Figure 1. Port wiring.
Bar = 50 um.
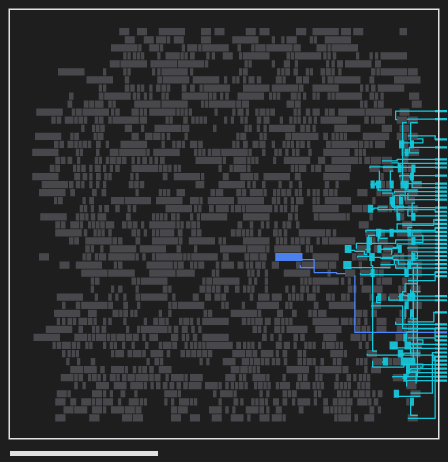
Figure 2. Congestion heat map.
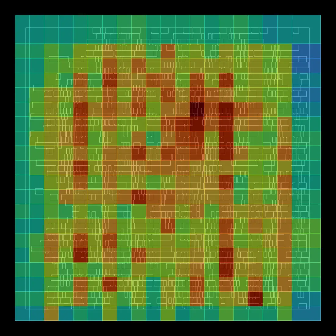
Figure 3. Layout detail.
Bar = 10 um. Region (24, 24) to (49, 49) um. Cells in gray, sequential cells in the stronger gray; small squares are vias.
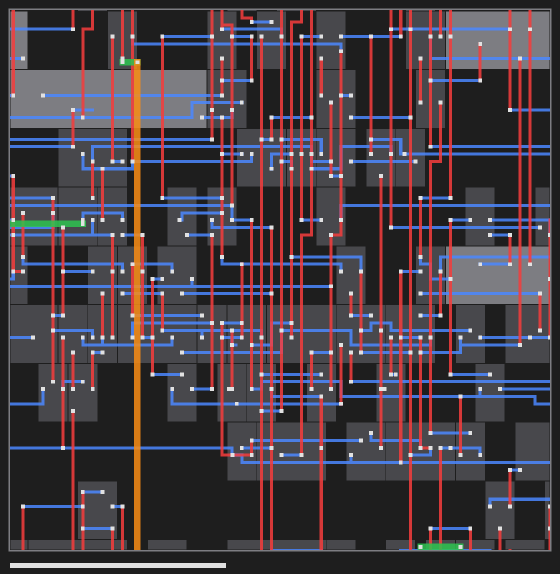
Figure 4. Sequential cells colored by netlist name.
Bar = 50 um. Other sequential cells in the stronger gray, the rest of the logic in the fainter gray.
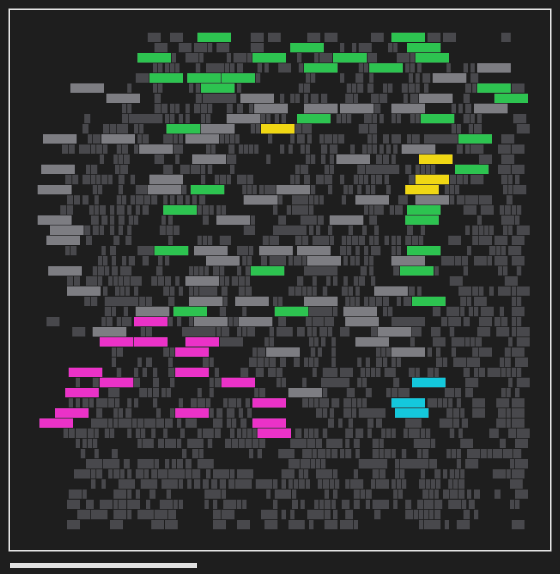
Figure 5. Selected gate families.
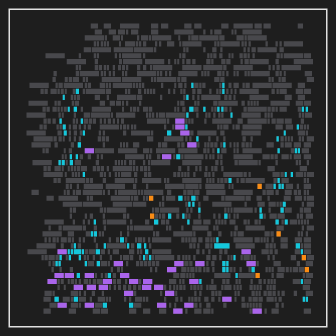
<file path="config.mk">
export PLATFORM = sky130hd
export DESIGN_NAME = uart_rx_frame_collector_flat
export DESIGN_NICKNAME = d
export VERILOG_FILES = /design/src/rtl/uart_rx_collect_pkg.sv /design/src/rtl/uart_rx_frame_collector_if.sv /design/src/rtl/uart_rx_rr_arbiter.sv /design/src/rtl/uart_rx_frame_collector.sv /design/src/flat_wrapper.sv
export SDC_FILE = /design/constraint.sdc
export NUM_CORES = 1
export LEC_CHECK = 0
export ABC_AREA = 1
export CORE_MARGIN = 5
export CORE_UTILIZATION = 45
export DETAILED_ROUTE_END_ITERATION = 10
export GPL_ROUTABILITY_DRIVEN = 0
export HOLD_SLACK_MARGIN = 0.06
export PLACE_DENSITY_LB_ADDON = 0.12
export SLEW_MARGIN = 20
export SYNTH_ARGS = -nofsm -noshare
export SYNTH_HDL_FRONTEND = slang
export SYNTH_SLANG_ARGS = --single-unit
</file>
<file path="constraint.sdc">
create_clock -name pcie_axi_clk -period 5.6 [get_ports pcie_axi_clk]
set_clock_uncertainty 0.1 [all_clocks]
set_input_delay 0.56 -clock pcie_axi_clk [delete_from_list [all_inputs] [get_ports pcie_axi_clk]]
set_output_delay 0.56 -clock pcie_axi_clk [all_outputs]
set_load 0.01 [all_outputs]
</file>
<file path="src/rtl/uart_rx_collect_pkg.sv">
// Shared types, constants and helpers for the UART RX frame collector.
// The CRC-8 helper is only referenced when UART_RX_FRAME_CRC_EN is defined.
package uart_rx_collect_pkg;

    localparam int unsigned DATA_W = 32;
    localparam int unsigned KEEP_W = 4;
    localparam int unsigned CNT_W  = 16;

    localparam logic [7:0] TRAILER_MAGIC = 8'h5A;
    localparam logic [7:0] CRC8_POLY     = 8'h07;

    typedef enum logic [2:0] {
        ST_IDLE,
        ST_RD,
        ST_CAP,
        ST_PUSH,
        ST_TRL
    } state_t;

    typedef struct packed {
        logic              last;
        logic [KEEP_W-1:0] keep;
        logic [DATA_W-1:0] data;
    } beat_t;

    // MSB-first CRC-8 step over one byte, no reflection.
    function automatic logic [7:0] crc8_byte(input logic [7:0] crc, input logic [7:0] din);
        logic [7:0] c;
        c = crc ^ din;
        for (int i = 0; i < 8; i++) begin
            c = c[7] ? ({c[6:0], 1'b0} ^ CRC8_POLY) : {c[6:0], 1'b0};
        end
        return c;
    endfunction

    // Lane mask for a partially filled pack register (0 means all four lanes).
    function automatic logic [KEEP_W-1:0] keep_mask(input logic [1:0] lanes);
        case (lanes)
            2'd1:    return 4'h1;
            2'd2:    return 4'h3;
            2'd3:    return 4'h7;
            default: return 4'hF;
        endcase
    endfunction

endpackage

</file>
<file path="src/rtl/uart_rx_frame_collector_if.sv">
// RX FIFO read side plus 32-bit stream side of the frame collector.
interface uart_rx_frame_collector_if #(
    parameter int unsigned UART_NUM = 6
);
    logic [UART_NUM-1:0]   fifo_uart_rx_empty;
    logic [UART_NUM-1:0]   fifo_uart_rx_rden;
    logic [UART_NUM*8-1:0] uart_rx_data;
    logic                  m_valid;
    logic                  m_ready;
    logic [31:0]           m_data;
    logic [3:0]            m_keep;
    logic                  m_last;

    modport master (
        input  fifo_uart_rx_empty, uart_rx_data, m_ready,
        output fifo_uart_rx_rden, m_valid, m_data, m_keep, m_last
    );

    modport slave (
        output fifo_uart_rx_empty, uart_rx_data, m_ready,
        input  fifo_uart_rx_rden, m_valid, m_data, m_keep, m_last
    );
endinterface

</file>
<file path="src/rtl/uart_rx_rr_arbiter.sv">
// Combinational round-robin search: first requesting channel at or after rr_ptr, wrapping.
module uart_rx_rr_arbiter #(
    parameter int unsigned N     = 6,
    parameter int unsigned IDX_W = 3
) (
    input  logic [N-1:0]     req,
    input  logic [IDX_W-1:0] rr_ptr,
    output logic [IDX_W-1:0] grant,
    output logic             any_req
);

    always_comb begin
        int unsigned idx;
        idx     = 0;
        grant   = '0;
        any_req = 1'b0;
        for (int unsigned i = 0; i < N; i++) begin
            idx = int'(rr_ptr) + i;
            if (idx >= N) begin
                idx = idx - N;
            end
            if (!any_req && req[idx]) begin
                any_req = 1'b1;
                grant   = IDX_W'(idx);
            end
        end
    end

endmodule

</file>
<file path="src/rtl/uart_rx_frame_collector.sv">
// Drains per-channel UART RX FIFOs into 32-bit stream frames closed by a trailer beat.
// Define UART_RX_FRAME_CRC_EN to put a CRC-8 of the payload in trailer[31:24].
module uart_rx_frame_collector
    import uart_rx_collect_pkg::*;
#(
    parameter int unsigned UART_NUM  = 6,
    parameter int unsigned MAX_FRAME = 64
) (
    input  logic                       pcie_axi_clk,
    input  logic                       sys_reset_n,
    input  logic [15:0]                idle_timeout,
    uart_rx_frame_collector_if.master  bus
);

    localparam int unsigned    IDX_W   = (UART_NUM > 1) ? $clog2(UART_NUM) : 1;
    localparam logic [CNT_W-1:0] MAX_LEN = CNT_W'(MAX_FRAME);

    state_t              state_q, state_d;
    logic [IDX_W-1:0]    lock_q, lock_d;
    logic [IDX_W-1:0]    rr_q, rr_d;
    logic [CNT_W-1:0]    byte_cnt_q, byte_cnt_d;
    logic [CNT_W-1:0]    idle_cnt_q, idle_cnt_d;
    logic [DATA_W-1:0]   pack_q, pack_d;
    logic                closing_q, closing_d;
    logic                valid_q, valid_d;
    beat_t               beat_q, beat_d;
    logic [UART_NUM-1:0] rden_c;

    logic [IDX_W-1:0]    grant;
    logic                any_req;
    logic [7:0]          rx_byte;
    logic [7:0]          magic;
    logic [CNT_W-1:0]    timeout_eff;
    logic [DATA_W-1:0]   trailer;

    uart_rx_rr_arbiter #(
        .N     (UART_NUM),
        .IDX_W (IDX_W)
    ) u_arb (
        .req     (~bus.fifo_uart_rx_empty),
        .rr_ptr  (rr_q),
        .grant   (grant),
        .any_req (any_req)
    );

    assign rx_byte     = bus.uart_rx_data[{lock_q, 3'b000} +: 8];
    assign timeout_eff = (idle_timeout == 16'd0) ? 16'd1 : idle_timeout;
    assign trailer     = {magic, 8'(lock_q), byte_cnt_q};

`ifdef UART_RX_FRAME_CRC_EN
    logic [7:0] crc_q, crc_d;

    // Running CRC over the open frame, cleared when a channel is locked.
    always_comb begin
        crc_d = crc_q;
        if (state_q == ST_IDLE && any_req) begin
            crc_d = 8'h00;
        end else if (state_q == ST_CAP) begin
            crc_d = crc8_byte(crc_q, rx_byte);
        end
    end

    always_ff @(posedge pcie_axi_clk or negedge sys_reset_n) begin
        if (!sys_reset_n) begin
            crc_q <= 8'h00;
        end else begin
            crc_q <= crc_d;
        end
    end

    assign magic = crc_q;
`else
    assign magic = TRAILER_MAGIC;
`endif

    always_ff @(posedge pcie_axi_clk or negedge sys_reset_n) begin
        if (!sys_reset_n) begin
            state_q    <= ST_IDLE;
            lock_q     <= '0;
            rr_q       <= '0;
            byte_cnt_q <= '0;
            idle_cnt_q <= '0;
            pack_q     <= '0;
            closing_q  <= 1'b0;
            valid_q    <= 1'b0;
            beat_q     <= '0;
        end else begin
            state_q    <= state_d;
            lock_q     <= lock_d;
            rr_q       <= rr_d;
            byte_cnt_q <= byte_cnt_d;
            idle_cnt_q <= idle_cnt_d;
            pack_q     <= pack_d;
            closing_q  <= closing_d;
            valid_q    <= valid_d;
            beat_q     <= beat_d;
        end
    end

    // Next state; the outgoing beat is loaded on entry to PUSH/TRL so it is registered.
    always_comb begin
        state_d    = state_q;
        lock_d     = lock_q;
        rr_d       = rr_q;
        byte_cnt_d = byte_cnt_q;
        idle_cnt_d = idle_cnt_q;
        pack_d     = pack_q;
        closing_d  = closing_q;
        valid_d    = valid_q;
        beat_d     = beat_q;
        rden_c     = '0;

        case (state_q)
            ST_IDLE: begin
                if (any_req) begin
                    lock_d     = grant;
                    byte_cnt_d = '0;
                    idle_cnt_d = '0;
                    pack_d     = '0;
                    closing_d  = 1'b0;
                    state_d    = ST_RD;
                end
            end
            ST_RD: begin
                if (!bus.fifo_uart_rx_empty[lock_q]) begin
                    rden_c[lock_q] = 1'b1;
                    idle_cnt_d     = '0;
                    state_d        = ST_CAP;
                end else begin
                    idle_cnt_d = (idle_cnt_q == 16'hFFFF) ? idle_cnt_q : idle_cnt_q + 16'd1;
                    if (idle_cnt_d >= timeout_eff) begin
                        closing_d = 1'b1;
                        valid_d   = 1'b1;
                        if (byte_cnt_q[1:0] != 2'd0) begin
                            beat_d  = '{last: 1'b0, keep: keep_mask(byte_cnt_q[1:0]), data: pack_q};
                            state_d = ST_PUSH;
                        end else begin
                            beat_d  = '{last: 1'b1, keep: 4'hF, data: trailer};
                            state_d = ST_TRL;
                        end
                    end
                end
            end
            ST_CAP: begin
                pack_d[{byte_cnt_q[1:0], 3'b000} +: 8] = rx_byte;
                byte_cnt_d = byte_cnt_q + CNT_W'(1);
                if (byte_cnt_q[1:0] == 2'd3 || byte_cnt_d == MAX_LEN) begin
                    closing_d = (byte_cnt_d == MAX_LEN);
                    valid_d   = 1'b1;
                    beat_d    = '{last: 1'b0, keep: 4'hF, data: pack_d};
                    state_d   = ST_PUSH;
                end else begin
                    state_d = ST_RD;
                end
            end
            ST_PUSH: begin
                if (bus.m_ready) begin
                    pack_d = '0;
                    if (closing_q) begin
                        beat_d  = '{last: 1'b1, keep: 4'hF, data: trailer};
                        state_d = ST_TRL;
                    end else begin
                        valid_d = 1'b0;
                        beat_d  = '0;
                        state_d = ST_RD;
                    end
                end
            end
            ST_TRL: begin
                if (bus.m_ready) begin
                    valid_d   = 1'b0;
                    beat_d    = '0;
                    closing_d = 1'b0;
                    rr_d      = (lock_q == IDX_W'(UART_NUM - 1)) ? '0 : lock_q + IDX_W'(1);
                    state_d   = ST_IDLE;
                end
            end
            default: begin
                state_d = ST_IDLE;
            end
        endcase
    end

    assign bus.fifo_uart_rx_rden = rden_c;
    assign bus.m_valid           = valid_q;
    assign bus.m_data            = beat_q.data;
    assign bus.m_keep            = beat_q.keep;
    assign bus.m_last            = beat_q.last;

endmodule

</file>
<file path="src/flat_wrapper.sv">
// flat-port wrapper written by rule: the top's interface ports become plain ports
module uart_rx_frame_collector_flat import uart_rx_collect_pkg::*;
#(
    parameter int unsigned UART_NUM  = 6,
    parameter int unsigned MAX_FRAME = 64
)
  (pcie_axi_clk, sys_reset_n, idle_timeout, bus_fifo_uart_rx_empty, bus_uart_rx_data, bus_m_ready, bus_fifo_uart_rx_rden, bus_m_valid, bus_m_data, bus_m_keep, bus_m_last);
  uart_rx_frame_collector_if #(.UART_NUM(UART_NUM)) bus_i ();
  input  logic pcie_axi_clk;
  input  logic sys_reset_n;
  input  logic [15:0] idle_timeout;
  input wire logic [$bits(bus_i.fifo_uart_rx_empty)-1:0] bus_fifo_uart_rx_empty;
  input wire logic [$bits(bus_i.uart_rx_data)-1:0] bus_uart_rx_data;
  input wire logic [$bits(bus_i.m_ready)-1:0] bus_m_ready;
  output wire logic [$bits(bus_i.fifo_uart_rx_rden)-1:0] bus_fifo_uart_rx_rden;
  output wire logic [$bits(bus_i.m_valid)-1:0] bus_m_valid;
  output wire logic [$bits(bus_i.m_data)-1:0] bus_m_data;
  output wire logic [$bits(bus_i.m_keep)-1:0] bus_m_keep;
  output wire logic [$bits(bus_i.m_last)-1:0] bus_m_last;
  assign bus_i.fifo_uart_rx_empty = bus_fifo_uart_rx_empty;
  assign bus_i.uart_rx_data = bus_uart_rx_data;
  assign bus_i.m_ready = bus_m_ready;
  assign bus_fifo_uart_rx_rden = bus_i.fifo_uart_rx_rden;
  assign bus_m_valid = bus_i.m_valid;
  assign bus_m_data = bus_i.m_data;
  assign bus_m_keep = bus_i.m_keep;
  assign bus_m_last = bus_i.m_last;
  uart_rx_frame_collector #(.UART_NUM(UART_NUM), .MAX_FRAME(MAX_FRAME)) u_core (.pcie_axi_clk(pcie_axi_clk), .sys_reset_n(sys_reset_n), .idle_timeout(idle_timeout), .bus(bus_i));
endmodule
</file>
==> results.txt <==
The synthesis and place-and-route flow finished, so here is a summary.

The run finished with clean final reports. The final critical delay including setup and external delays is 4460 ps. The kind of end point of the critical path is a flip-flop. The max-slew headroom at the worst pin is 25.9%. By instance count after routing, the leading logic cell types are sky130_fd_sc_hd__nand2_1, sky130_fd_sc_hd__inv_1, sky130_fd_sc_hd__clkdlybuf4s50_1. In the final layout, the multi-input gates occupy 4640 um2.

The clock reaches the later pin of the worst-skew pair after 360 ps. STA lists the startpoint of the worst register-to-register path as u_core.idle_cnt_q[0]. In the finished layout, the clock tree contains a buffer count of 11. The total combinational power came out at 3.01 mW. The layout has 136 inverters outside the clock class. The number of global-route vias before repair is 7,510. The antenna diode instance count came out at 0. The post-DP HPWL is 17,700 um. Of the cells placed in the final design, the portion with a size suffix greater than 1 is 6.24%. The clock buffer count from CTS is 9. After synthesis the netlist holds a flip-flop and latch count of 112. The fraction of cell area in non-clock buffers is 12.4%.

The final timing report gives a worst setup slack of 1140 ps. The power consumption is 4.75 mW. The count of buffers not belonging to the clock network in the layout came out at 122. The max-cap violation count is 0. The critical path start-end classification is flip-flop to flip-flop. The floorplan net count came out at 1,324.

The total instance count after detailed placement is 1,528. The overall die width came out at 145 um. The aoi/oai-family share of the synthesized area came out at 12.6%.

The sequential area share after synthesis came out at 34.3%. Per STA, the endpoint of the critical path is u_core.bus.m_keep[1]. In this run the number of H-tree levels came out at 3. At the worst endpoint, the arrival time is 4650 ps. Dividing the detail-routed wire length by the instance count gives 15.5 um. In this run, the number of DRC markers left after iteration 0 of detailed routing was 734. The maximum ir drop on the vdd rail came out at 0.279 mV. The critical path buffer and inverter count came out at 1. Looking at the max-slew report, the worst-margin pin has a slew of 1110 ps. Hold is met by 115 ps.

The post-cts gate resize count is 0. The maximum achievable frequency came out at 224 MHz. The cell count along the critical path came out at 18.

The synthesized instance count is 1,215. The wire length on met1 came out at 10,900 um. Counting stages on the worst path, the most repeated cell is sky130_fd_sc_hd__nand2_1.

The die footprint came out at 20,900 um2. The net switching power came out at 2.54 mW. The total of warnings raised by yosys came out at 0. The top logic cell family in the synthesized netlist is simple AND/OR/NAND/NOR gates. The global-route met2 utilization is 36.1%. The worst setup timing slack at the placement stage came out at 1130 ps.

The worst setup path is launched from a flip-flop. The count of final max-slew check failures is 0. The sequential cell count came out at 112. The final report lists the setup-violating endpoint count as 0. The xor and xnor fraction of the mapped netlist area came out at 1.50%. The proportion of total power due to net switching is 53.4%. TritonCTS built the clock tree. The average instance in the mapped netlist occupies 6.72 um2. In this run the core area contains 49 standard-cell rows. The yosys cell count is 1,215.

The total number of vias is 8,235. The delay of the slowest cell on the worst path is 610 ps. Entering global routing, the biggest net connects 64 pins. The power attributed to the clock group is 637 uW.

The largest part of the power goes to combinational logic. The yosys-reported design area after synthesis is 8170 um2. The leakage component of the power was reported as 4.81 nW. The DRC violation count after routing is 0. The core box area is 17,900 um2. The number of antenna violations at the first check in global routing is 0. The depth of the worst register-to-register path is 18. The maximum root-to-sink buffer count is 2. OpenROAD emitted warnings numbering 39. Relative to the synthesized area, the layout overhead comes to 19.2%.

The post-CTS setup repair buffer count is 0.
Notes on Figure 1 above:
Key: blue = bus_m_valid [direction output, end cells 1, buffers 1, wire 71.3 um]; cyan = bus_uart_rx_data [direction input, end cells 48, buffers 48, wire 1,180 um]
number of port buffers: 116
# IOs: 117

Notes on Figure 2 above:
total global routing track utilization: 22.9%
met1 global-route usage: 32.3%
met3 track utilization from global routing: 5.19%
most used routing layer in global routing: met2

Notes on Figure 3 above:
Key: blue = M1; orange = M4; red = M2; green = M3
Netlist names of flops here include u_core.idle_cnt_q (3). Most frequent: nand2_1 (18), nor2_1 (10), xor2_1 (5). Sequential cells in the window: 3. 54 logic cells have their middle in the window.

Notes on Figure 4 above:
Key: yellow = u_core.bus.m_keep [placed flops 4]; cyan = u_core.rr_q [placed flops 3]; green = u_core.bus.m_data [placed flops 32]; magenta = u_core.idle_cnt_q [placed flops 16]
Another 57 sequential cells are not colored.
sequential cell area share: 28.8%
sequential cell area in the final layout: 2800 um2

Notes on Figure 5 above:
Key: purple = fa/ha/maj cells [cells 36, most used ha_1]; orange = and/or cells [cells 7, most used or2_2]; cyan = nor cells [cells 108, most used nor2_1]
Non-Filler Instances: 1,544
Comb/total area: 47.7%

cell usage after synthesis (all sizes together):
cell type,count,area share (%)
clkbuf,19,0.87
a22o,4,0.43
clkinv,4,0.18
dfrtp,112,34
and2,1,0.077
or2,5,0.38
nand4,21,2.0
o221ai,1,0.11
nor2,77,3.9
o31ai,1,0.092
a21oi,33,2.0
inv,132,6.1
nand3,96,6.4
ha,36,5.5
a41o,1,0.12
a211oi,1,0.15
o21ai,103,6.4
xnor2,3,0.32
a31oi,3,0.41
a22oi,7,0.64
and3,1,0.077
o21a,5,0.46
nand3b,2,0.18
nor3,24,1.5
o211ai,11,1.0
nand2,465,22
xor2,11,1.2
o22ai,10,0.77
buf,19,1.7
nor4,7,0.54
Power is estimated from default activity; no workload was simulated.
